**config.mk**
```make
export PLATFORM = sky130hd
export DESIGN_NAME = alu_sequencer
export DESIGN_NICKNAME = d
export VERILOG_FILES = /design/src/rtl/alu_sequencer.sv
export SDC_FILE = /design/constraint.sdc
export NUM_CORES = 1
export LEC_CHECK = 0
export CORE_ASPECT_RATIO = 0.9
export CORE_UTILIZATION = 55
export DETAILED_ROUTE_END_ITERATION = 10
export PLACE_DENSITY = 0.94
export SYNTH_ARGS = -nofsm -noshare
export SYNTH_HDL_FRONTEND = slang
export SYNTH_SLANG_ARGS = --single-unit
```
**constraint.sdc**
```tcl
create_clock -name clk -period 3.75 [get_ports clk]
set_clock_uncertainty 0.15 [all_clocks]
set_input_delay 0.9375 -clock clk [delete_from_list [all_inputs] [get_ports clk]]
set_output_delay 0.9375 -clock clk [all_outputs]
set_load 0.02 [all_outputs]
```
**src/rtl/alu_sequencer.sv**
```systemverilog
// Four-state controller (IDLE/READ/EXEC/WB) that drives the external AND/OR/ADD/SUB
// units, owns a 4x4 register file and retires one instruction at a time.
module alu_sequencer #(
    parameter int DATA_W = 4
) (
    input  logic              clk,
    input  logic              rst_n,
    input  logic              instr_valid,
    output logic              instr_ready,
    input  logic [2:0]        opcode,
    input  logic [1:0]        rd,
    input  logic [1:0]        rs1,
    input  logic [1:0]        rs2,
    input  logic [DATA_W-1:0] imm,
    output logic              en_and,
    output logic              en_or,
    output logic              en_add,
    output logic              en_sub,
    output logic [DATA_W-1:0] Rd1,
    output logic [DATA_W-1:0] Rd2,
    input  logic [DATA_W-1:0] alu_result,
    output logic              done,
    output logic              err,
    output logic              busy,
    output logic              zero,
    input  logic [1:0]        dbg_addr,
    output logic [DATA_W-1:0] dbg_data
);

    localparam logic [1:0] S_IDLE = 2'd0;
    localparam logic [1:0] S_READ = 2'd1;
    localparam logic [1:0] S_EXEC = 2'd2;
    localparam logic [1:0] S_WB   = 2'd3;

    localparam logic [2:0] OP_NOP = 3'b000;
    localparam logic [2:0] OP_LDI = 3'b001;
    localparam logic [2:0] OP_AND = 3'b010;
    localparam logic [2:0] OP_OR  = 3'b011;
    localparam logic [2:0] OP_ADD = 3'b100;
    localparam logic [2:0] OP_SUB = 3'b101;
    localparam logic [2:0] OP_MOV = 3'b110;
    localparam logic [2:0] OP_ILL = 3'b111;

    logic [1:0]             state_q, state_d;
    logic [2:0]             opcode_q, opcode_d;
    logic [1:0]             rd_q, rd_d, rs1_q, rs1_d, rs2_q, rs2_d;
    logic [DATA_W-1:0]      imm_q, imm_d;
    logic [DATA_W-1:0]      op_a_q, op_a_d, op_b_q, op_b_d;
    logic [DATA_W-1:0]      res_q, res_d;
    logic [3:0][DATA_W-1:0] regs_q, regs_d;
    logic                   zero_q, zero_d;
    logic                   done_q, done_d;
    logic                   err_q, err_d;
    logic                   is_alu;
    logic                   in_exec;

    assign is_alu = (opcode_q == OP_AND) || (opcode_q == OP_OR) ||
                    (opcode_q == OP_ADD) || (opcode_q == OP_SUB);

    always_comb begin
        state_d  = state_q;
        opcode_d = opcode_q;
        rd_d     = rd_q;
        rs1_d    = rs1_q;
        rs2_d    = rs2_q;
        imm_d    = imm_q;
        op_a_d   = op_a_q;
        op_b_d   = op_b_q;
        res_d    = res_q;
        regs_d   = regs_q;
        zero_d   = zero_q;
        done_d   = 1'b0;
        err_d    = 1'b0;
        case (state_q)
            S_IDLE: begin
                if (instr_valid) begin
                    opcode_d = opcode;
                    rd_d     = rd;
                    rs1_d    = rs1;
                    rs2_d    = rs2;
                    imm_d    = imm;
                    state_d  = S_READ;
                end
            end
            S_READ: begin
                // Operands are captured before any write-back, so rd==rs uses the old value.
                op_a_d = regs_q[rs1_q];
                op_b_d = regs_q[rs2_q];
                if (is_alu) begin
                    state_d = S_EXEC;
                end else if (opcode_q == OP_LDI) begin
                    res_d   = imm_q;
                    state_d = S_WB;
                end else if (opcode_q == OP_MOV) begin
                    res_d   = regs_q[rs1_q];
                    state_d = S_WB;
                end else begin
                    done_d  = 1'b1;
                    err_d   = (opcode_q == OP_ILL);
                    state_d = S_IDLE;
                end
            end
            S_EXEC: begin
                res_d   = alu_result;
                state_d = S_WB;
            end
            default: begin
                regs_d[rd_q] = res_q;
                if (is_alu) zero_d = (res_q == '0);
                done_d  = 1'b1;
                state_d = S_IDLE;
            end
        endcase
    end

    always_ff @(posedge clk) begin
        if (!rst_n) begin
            state_q  <= S_IDLE;
            opcode_q <= OP_NOP;
            rd_q     <= '0;
            rs1_q    <= '0;
            rs2_q    <= '0;
            imm_q    <= '0;
            op_a_q   <= '0;
            op_b_q   <= '0;
            res_q    <= '0;
            regs_q   <= '0;
            zero_q   <= 1'b0;
            done_q   <= 1'b0;
            err_q    <= 1'b0;
        end else begin
            state_q  <= state_d;
            opcode_q <= opcode_d;
            rd_q     <= rd_d;
            rs1_q    <= rs1_d;
            rs2_q    <= rs2_d;
            imm_q    <= imm_d;
            op_a_q   <= op_a_d;
            op_b_q   <= op_b_d;
            res_q    <= res_d;
            regs_q   <= regs_d;
            zero_q   <= zero_d;
            done_q   <= done_d;
            err_q    <= err_d;
        end
    end

    // Units only see operands during EXEC so their OR-combined outputs stay clean.
    assign in_exec     = (state_q == S_EXEC);
    assign en_and      = in_exec && (opcode_q == OP_AND);
    assign en_or       = in_exec && (opcode_q == OP_OR);
    assign en_add      = in_exec && (opcode_q == OP_ADD);
    assign en_sub      = in_exec && (opcode_q == OP_SUB);
    assign Rd1         = in_exec ? op_a_q : '0;
    assign Rd2         = in_exec ? op_b_q : '0;
    assign instr_ready = (state_q == S_IDLE);
    assign busy        = ~instr_ready;
    assign done        = done_q;
    assign err         = err_q;
    assign zero        = zero_q;
    assign dbg_data    = regs_q[dbg_addr];

endmodule

```
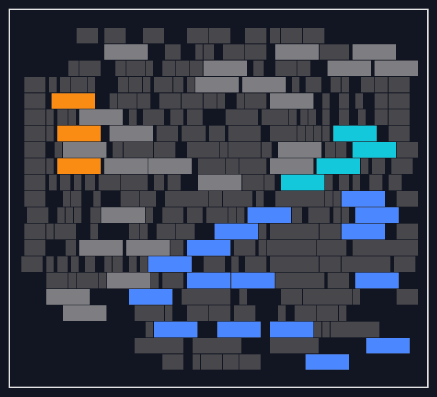
Figure 1: sequential cells grouped by signal name.
(6 px per um) Other sequential cells in the stronger gray, the rest of the logic in the fainter gray.
[regs_q] blue | sequential cells: 16
[op_b_q] cyan | sequential cells: 4 | where: east
[opcode_q] orange | sequential cells: 3
not colored: 23
post-layout util: 73.0%
Sequential Power: 542 uW
Seq/total area: 33.1%

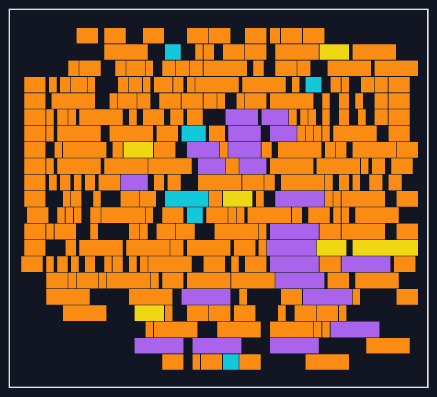
Figure 2: drive-strength map.
(6 px per um)
[_3 and _4 cells] cyan | cells: 6 | share: 2.2%
[_6 and larger] yellow | cells: 6 | share: 2.2%
[_0 and _1 cells] orange | cells: 238 | share: 88%
[_2 cells] purple | cells: 21 | share: 7.7%

==> reports/qor.csv <==
stage;metric;value;unit
logic_synthesis;Cell Area, Synth;2260;um2
setup_path;CP Capture Type;output port;
die;core area;3810;um2
power;Net Sw Power;265;uW
logic_synthesis;Synthesized registers;46;
logic_synthesis;Yosys top cell by instances;dfxtp_1;
placement;GPL Wtd Cong;0.873;
logic_synthesis;Mapped Nets;256;
layout;non-filler instance count after layout;317;
logic_synthesis;sequential area share after synthesis;40.8;%
clock_network;H-tree Lvls;2;
global_route;number of global-route vias before repair;1722;
final_timing;Pins Over Slew Limit;0;
setup_path;critical path depth;4;
final_timing;min cycle time layout;3670;ps
run_status;status;finished clean;
layout;ratio of cells with drive above 1 in the final layout;12.2;%
clock_network;CTS clk-pin slew, worst paths;80;ps
final_timing;Fmax;272;MHz
logic_synthesis;Unique masters post-synth;38;
power;Power Combinational;131;uW
layout;Multi-In Gates;168;
routing;post-route ant nets;0;
clock_network;CTS tree;yes;
clock_network;clock root buffer;clkbuf_8;
logic_synthesis;mux share;19.1;%
clock_network;Post-CTS Hold Buffers;0;
layout;fill cell count;284;
die;Die Wd;69.5;um
power;Pint;771;uW
setup_path;CP delay by family, top;buffers and inverters;
setup_path;critical-path cell list;clkdlybuf4s50_1 > buf_4 > mux4_2 > clkdlybuf4s50_1;
power;peak supply drop;0.000292;V
die;DIE AREA;4360;um2
placement;HPWL Detailed;3630;um
min_path;hold path endpoint;op_a_q[0];
power;Biggest consumer;sequential cells;
power;share of power burned in registers;52.3;%
global_route;gr usage total;25.4;%
global_route;GR peak layer;met2;
final_timing;Tcrit/Tclk final;97.9;%
min_path;Hold Path Origin;op_a_q[0];
min_path;Cells on Worst Hold Path;2;
setup_path;CP max FO;4;
layout;Seq cells;46;
logic_synthesis;Post-synth top flop;dfxtp_1;
final_timing;final hold viol count;0;
layout;Biggest register;regs_q;
power;Logic pwr share;12.6;%
routing;Routed WL per cell;15.9;um
logic_synthesis;Async SR Flop Fraction;0;%
clock_network;CTS Buf Count;5;
routing;Top Layer Used;met4;
global_route;GRT overflow;0;
global_route;largest net degree at the start of global routing;41;
layout;max reg flops;16;
die;Core Util at FP;59.2;%
placement;number of buffers added on ports;42;
setup_path;Critical Path End;dbg_data[3];
routing;DRT Pass-1 Iters;4;
setup_path;Worst R2R End;res_q[3];
clock_network;Max clock buf depth;2;
power;Pwr Density;373;nW/um2
global_route;met1 Use GR;33.3;%
routing;met2 routed WL;2500;um
layout;bufs w/o clock;46;
layout;Commonest Layout Cell;dfxtp_1;
final_timing;Tightest Pin Transition;682;ps
setup_path;Crit Path Class;in2out;
routing;DR vias;1863;
setup_path;Slowest cell on crit path;clkdlybuf4s50_1;
routing;post-detailed-routing wire length;5050;um
routing;DRT iter0 DRCs;126;
die;Tap Cells;46;
layout;combinational share of cell area;44.4;%
setup_path;RR Startpoint;state_q[0];
layout;design area;2780;um2
Power and IR drop assume default switching activity.
